File: config.mk
export PLATFORM = sky130hd
export DESIGN_NAME = fetch_ctrl
export DESIGN_NICKNAME = d
export VERILOG_FILES = /design/src/rtl/fetch_ctrl.sv
export SDC_FILE = /design/constraint.sdc
export NUM_CORES = 1
export LEC_CHECK = 0
export CORE_ASPECT_RATIO = 0.8
export CORE_MARGIN = 5
export CORE_UTILIZATION = 30
export CTS_CLUSTER_DIAMETER = 120
export DETAILED_ROUTE_END_ITERATION = 8
export PLACE_DENSITY = 0.62
export SETUP_SLACK_MARGIN = 0.2
export SLEW_MARGIN = 20
export SYNTH_ARGS = -nofsm -noshare
export SYNTH_HDL_FRONTEND = slang
export SYNTH_SLANG_ARGS = --single-unit
File: constraint.sdc
create_clock -name clk -period 4.1 [get_ports clk]
set_clock_uncertainty 0.1 [all_clocks]
set_input_delay 0.615 -clock clk [delete_from_list [all_inputs] [get_ports clk]]
set_output_delay 0.615 -clock clk [all_outputs]
set_load 0.005 [all_outputs]
File: src/rtl/fetch_ctrl.sv
// fetch_ctrl: instruction-fetch sequencer.
// Owns the PC, runs a request/ready handshake with a variable-latency
// instruction memory and loads the IF/ID register. A 1-entry skid buffer
// catches a returning word while decode is stalled. An EX/MEM redirect
// has highest priority. All outputs are registered.
module fetch_ctrl #(
   parameter logic [31:0] RESET_PC = 32'd0,
   parameter logic [31:0] PC_STEP  = 32'd1
) (
   input  logic        clk,
   input  logic        rst,
   input  logic        EX_MEM_PCSrc,
   input  logic [31:0] EX_MEM_NPC,
   input  logic        ID_stall,
   output logic        mem_req,
   output logic [31:0] mem_addr,
   input  logic        mem_ready,
   input  logic [31:0] mem_rdata,
   output logic [31:0] IF_ID_instr,
   output logic [31:0] IF_ID_npc,
   output logic        IF_ID_valid,
   output logic [31:0] PC
);

   typedef enum logic [1:0] {
      IDLE    = 2'd0,
      FETCH   = 2'd1,   // request outstanding, response is wanted
      HOLD    = 2'd2,   // word parked in skid buffer, no request out
      DISCARD = 2'd3    // request outstanding, response will be dropped
   } state_t;

   // One fetched word plus its fall-through address.
   typedef struct packed {
      logic [31:0] instr;
      logic [31:0] npc;
   } ifid_t;

   state_t      state;
   ifid_t       skid;
   logic        skid_valid;
   logic [31:0] pc_inc;
   logic [31:0] addr_inc;

   // Wrapping 32-bit increments; no carry out is kept.
   always_comb begin
      pc_inc   = PC + PC_STEP;
      addr_inc = mem_addr + PC_STEP;
   end

   // Fetch FSM: PC, memory request, skid buffer and IF/ID register.
   always_ff @(posedge clk) begin
      if (rst) begin
         state       <= IDLE;
         PC          <= RESET_PC;
         mem_req     <= 1'b0;
         mem_addr    <= RESET_PC;
         IF_ID_instr <= 32'h0;
         IF_ID_npc   <= 32'h0;
         IF_ID_valid <= 1'b0;
         skid        <= '0;
         skid_valid  <= 1'b0;
      end else begin
         case (state)
            IDLE: begin
               // Nothing is in flight, so a redirect simply replaces PC
               // as the first address to fetch.
               mem_req <= 1'b1;
               state   <= FETCH;
               if (EX_MEM_PCSrc) begin
                  PC          <= EX_MEM_NPC;
                  mem_addr    <= EX_MEM_NPC;
                  IF_ID_valid <= 1'b0;
                  IF_ID_instr <= 32'h0;
                  skid_valid  <= 1'b0;
               end else begin
                  mem_addr <= PC;
               end
            end

            FETCH: begin
               if (EX_MEM_PCSrc) begin
                  PC          <= EX_MEM_NPC;
                  IF_ID_valid <= 1'b0;
                  IF_ID_instr <= 32'h0;
                  skid_valid  <= 1'b0;
                  if (mem_ready) begin
                     // Returning word is wrong-path; go straight to target.
                     mem_addr <= EX_MEM_NPC;
                  end else begin
                     // Handshake must finish first; keep req/addr stable.
                     state <= DISCARD;
                  end
               end else if (!mem_ready) begin
                  if (!ID_stall) begin
                     IF_ID_valid <= 1'b0;
                     IF_ID_instr <= 32'h0;
                  end
               end else if (!ID_stall) begin
                  IF_ID_instr <= mem_rdata;
                  IF_ID_npc   <= addr_inc;
                  IF_ID_valid <= 1'b1;
                  PC          <= pc_inc;
                  mem_addr    <= pc_inc;
               end else begin
                  // Decode is frozen: park the word, stop requesting.
                  skid.instr <= mem_rdata;
                  skid.npc   <= addr_inc;
                  skid_valid <= 1'b1;
                  PC         <= pc_inc;
                  mem_req    <= 1'b0;
                  state      <= HOLD;
               end
            end

            HOLD: begin
               if (EX_MEM_PCSrc) begin
                  PC          <= EX_MEM_NPC;
                  IF_ID_valid <= 1'b0;
                  IF_ID_instr <= 32'h0;
                  skid_valid  <= 1'b0;
                  mem_req     <= 1'b1;
                  mem_addr    <= EX_MEM_NPC;
                  state       <= FETCH;
               end else if (!ID_stall) begin
                  // Release: parked word enters IF/ID and the next fetch
                  // is issued on the same edge.
                  IF_ID_instr <= skid.instr;
                  IF_ID_npc   <= skid.npc;
                  IF_ID_valid <= skid_valid;
                  skid_valid  <= 1'b0;
                  mem_req     <= 1'b1;
                  mem_addr    <= PC;
                  state       <= FETCH;
               end
            end

            DISCARD: begin
               // IF/ID was flushed on entry and stays a bubble here.
               if (EX_MEM_PCSrc) begin
                  PC          <= EX_MEM_NPC;
                  IF_ID_valid <= 1'b0;
                  IF_ID_instr <= 32'h0;
                  skid_valid  <= 1'b0;
               end
               if (mem_ready) begin
                  // Last redirect wins, including one arriving this cycle.
                  mem_addr <= EX_MEM_PCSrc ? EX_MEM_NPC : PC;
                  state    <= FETCH;
               end
            end

            default: state <= IDLE;
         endcase
      end
   end

endmodule

Wiring heat map:
Scale: 2 px per µm. The die is cut into 21 by 17 equal tiles; white is low, dark blue is high, scaled to the fullest tile. Values are wire area over tile area, all layers added.
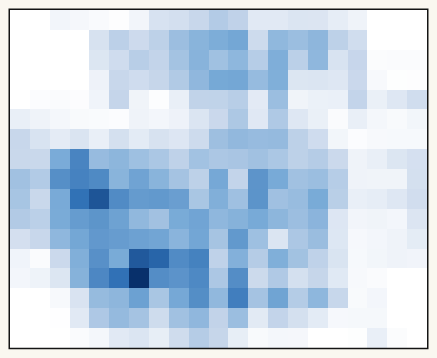
13% of the tiles are over half the peak. The emptiest ninth of the die: top left. 13% of the tiles are nearly empty. The mean over all tiles is 0.15.
GRT Total Usage: 0.184
Avg WL per Cell: 19.1 µm
final WL: 33500 µm
via count: 9350

Nets reached from selected ports:
Scale: 2 px per µm.
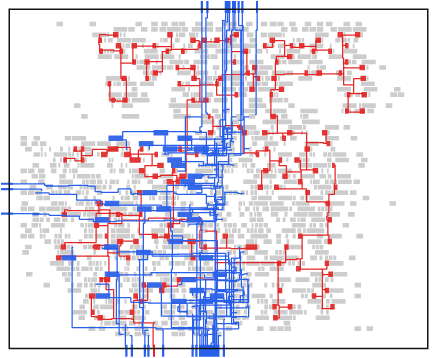
Key: rst = red [bits 1, direction input, edge bottom, end cells 160, wire 1790 µm]; mem_addr = blue [bits 32, direction output, edge 19 bottom, 10 top, 3 left, end cells 32, wire 3600 µm]
Ports: 199
count of buffers from port buffering: 198

Routing congestion:
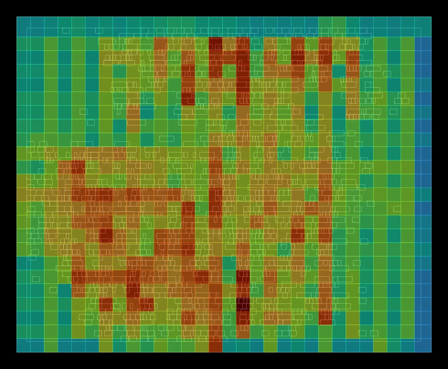
met1 Use GR: 0.270
Final Util: 0.395
M2 GR Usage: 0.269

==> results.toml <==
# yosys + openroad results
[place]
dpl_cell_area_um2 = 11800
post-place-ws_ps = 782
gp_congestion = 0.908
dp.cells = 1721
dpl.hpwl_um = 23700

[yosys]
synthArstFlopShare = 0
avgSynthCellArea_um2 = 8.04
ys_types = 62
syn_nets = 1251
netlist_instances = 1177
ys_ff = 197
ff_type = "dfxtp_1"
ys_area_um2 = 9460
edf_count = 0
yosysWarnings = 0
synth_seq_share = 0.417
synth_area_um2 = 9460
yosys_cells = 1177

[sta]
tightest_slew_ps = 967
hold_viol_final = 0
hold_ws_ps = 354
max_freq_mhz = 292
relSlewSlack = 0.355
fin_crit_sh = 0.835
maxSlewViolCount = 0
fin_setup_tns_ps = 0
fin_crit_ps = 3420
rsz0062_at_grt = "false"
finalWorstSetupSlack_ps = 677
setup_viol = 0

[setup_path]
r2r_setup_slack_ps = 680
cp_max_fo = 23
cp.required_ps = 4310
cp_data_arrival_time_ps = 3630
reg2reg_depth = 7
r2r_start = "state[1]"
worst_r2r_endpoint = "mem_addr[20]"
critPathCaptureType = "register"
path_class = "register to register"
crit_path_start_kind = "register"

[global_route]
grt_max_degree = 70
grt_antenna_before_repair = 1
grt_overflow = 0
grt_pass1_vias = 8779
grt_pass1_wl_um = 52300

[power]
power_density_nw_per_um2 = 377
ir_drop_v = 0.000280
power.total_uw = 4660
cellLeakagePower_uw = 0.00421

[cts]
cts_setup_buffers = 0
clock-sinks = 197
cts_buffers = 17
cts_hold_buf = 0
cts_buffer_depth = 2
cts_tree = "yes"
cts_resized = 0
cts-root-buf = "clkbuf_16"
htree_levels = 4
clk_pin_slew_ps = 80

[die]
die_x_um = 209
core_um2 = 31300
row_count = 58
initCoreUtil = 0.302
dieArea_um2 = 35200
die_h_um = 169

[run]
drv_cap = 0
tool_warnings = 28

[worst_hold_path]
hp-class = "register to register"
min_from = "skid[51]"
worstHoldPathCells = 2
hold_end = "skid[51]"

[route]
dr.pass1.iters = 6
drc_errors = 0
drt_iter0_drc = 821
vias_per_cell = 5.33
ant_nets = 0

[finish]
ff_latch_area_um2 = 3940
logic_area_um2 = 5080
layout-drive-gt1-share = 0.0548
fin_area_um2 = 12400
area_growth_pct = 30.7
fillers = 3120
num-nets-final = 1394

[status]
outcome = "finished clean"
Clock distribution:
Scale: 2 px per µm.
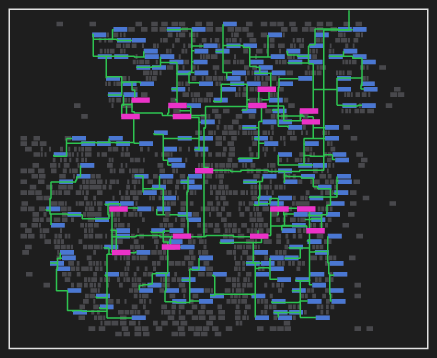
Key: clock-net drivers = magenta [count 17]; clock wires = green [length 2450 µm]; flip-flops = blue [count 197]
There are 18 routed clock nets.
clock share of power: 0.349
insertion delay to the later sink of the worst-skew pair: 430 ps
clk pwr: 1630 µW

Logic cells by family:
Scale: 2 px per µm.
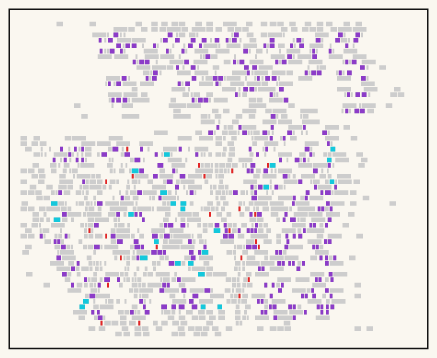
Key: non-inverting ao/oa cells = cyan [cells 25]; inv cells = red [cells 23]; aoi and oai cells = purple [cells 311]
dominant logic cell type in the layout: dfxtp_1
logic share of the area: 0.411
fin cells: 1754

[state kept, by name, indices dropped and copies added, names as in the netlist]
name         count
IF_ID_npc       32
skid_valid       1
IF_ID_instr     32
IF_ID_valid      1
skid            64
mem_req          1
state            2
mem_addr        32
PC              32
[Yosys cell counts (8+ instances only)]
master | number | share of area
nor2_1 | 85 | 0.034
xnor2_1 | 37 | 0.034
a211oi_1 | 58 | 0.046
or3_1 | 8 | 0.0053
o22ai_1 | 22 | 0.015
nor4_1 | 27 | 0.018
and3_1 | 31 | 0.021
and2_1 | 8 | 0.0053
clkbuf_1 | 90 | 0.036
nand4_1 | 21 | 0.014
o21ai_0 | 47 | 0.025
a22oi_1 | 34 | 0.027
xor2_1 | 23 | 0.021
nor3_1 | 30 | 0.016
mux2i_1 | 14 | 0.015
a21oi_1 | 105 | 0.056
inv_1 | 23 | 0.0091
dfxtp_1 | 197 | 0.42
nand2_1 | 164 | 0.065
nand3_1 | 34 | 0.018
and4_1 | 10 | 0.0093
[cells by family (layout without fill, tap and decap cells)]
| family | count (synthesis) | count (layout) | synth area share |
|---|---|---|---|
| other cells | 0 | 1 | 0 |
| buf+inv | 120 | 276 | 0.0479 |
| compound gates | 336 | 336 | 0.230 |
| simple gates | 445 | 445 | 0.228 |
| fa+ha+maj | 5 | 5 | 0.00661 |
| flops | 197 | 197 | 0.417 |
| mux | 14 | 14 | 0.0148 |
| xor+xnor | 60 | 60 | 0.0556 |
[critical path, cell delays in order (launching register included)]
cell and delay (ps):
dfxtp_1 330, inv_1 80, ha_1 790, nand4_1 450
or4_4 610, nor4_4 410, xnor2_1 120, a2111oi_0 400
[layout by cell type (no fill, tap or decap), types with 14 or more instances in the layout]
cell type	n
clkbuf_16	17
a211oi_1	58
and3_1	31
mux2i_1	14
buf_4	23
nand2_1	163
nand4_1	21
a22oi_1	34
nor4_1	27
xnor2_1	37
o21ai_0	47
a21oi_1	105
inv_1	23
xor2_1	23
nand3_1	34
nor2_1	85
nor3_1	28
clkdlybuf4s50_1	196
o22ai_1	22
dfxtp_1	197
[layout make-up]
type                            instances  area share
Antenna cell                            1    0.000202
Clock buffer                           18      0.0347
Clock inverter                         14      0.0111
Inverter                               23     0.00698
Multi-Input combinational cell        860       0.411
Sequential cell                       197       0.319
Tap cell                              420      0.0425
Timing Repair Buffer                  221       0.175
[per-layer routing]
layer	track usage	wire length (µm)
met4	0.0642	981
met2	0.269	14400
met3	0.0385	2200
met1	0.270	15900
met5	0	0
[worst max path at each step]
stage	start	slack, ps	endpoint	cells after the start
final	state[1]	680	mem_addr[20]	7
after global placement	mem_ready	870	IF_ID_npc[13]	7
after floorplan	PC[5]	1680	PC[28]	6
after global routing	state[1]	420	PC[26]	7
after CTS	state[1]	740	mem_addr[20]	7
after detailed placement	state[1]	780	mem_addr[20]	7
[power by group]
part	internal [µW]	total (µW)	switching (µW)
registers	2030	2190	160
logic	400	839	439
clock network	810	1630	818
total	3240	4660	1420
Power is estimated from default activity; no workload was simulated.
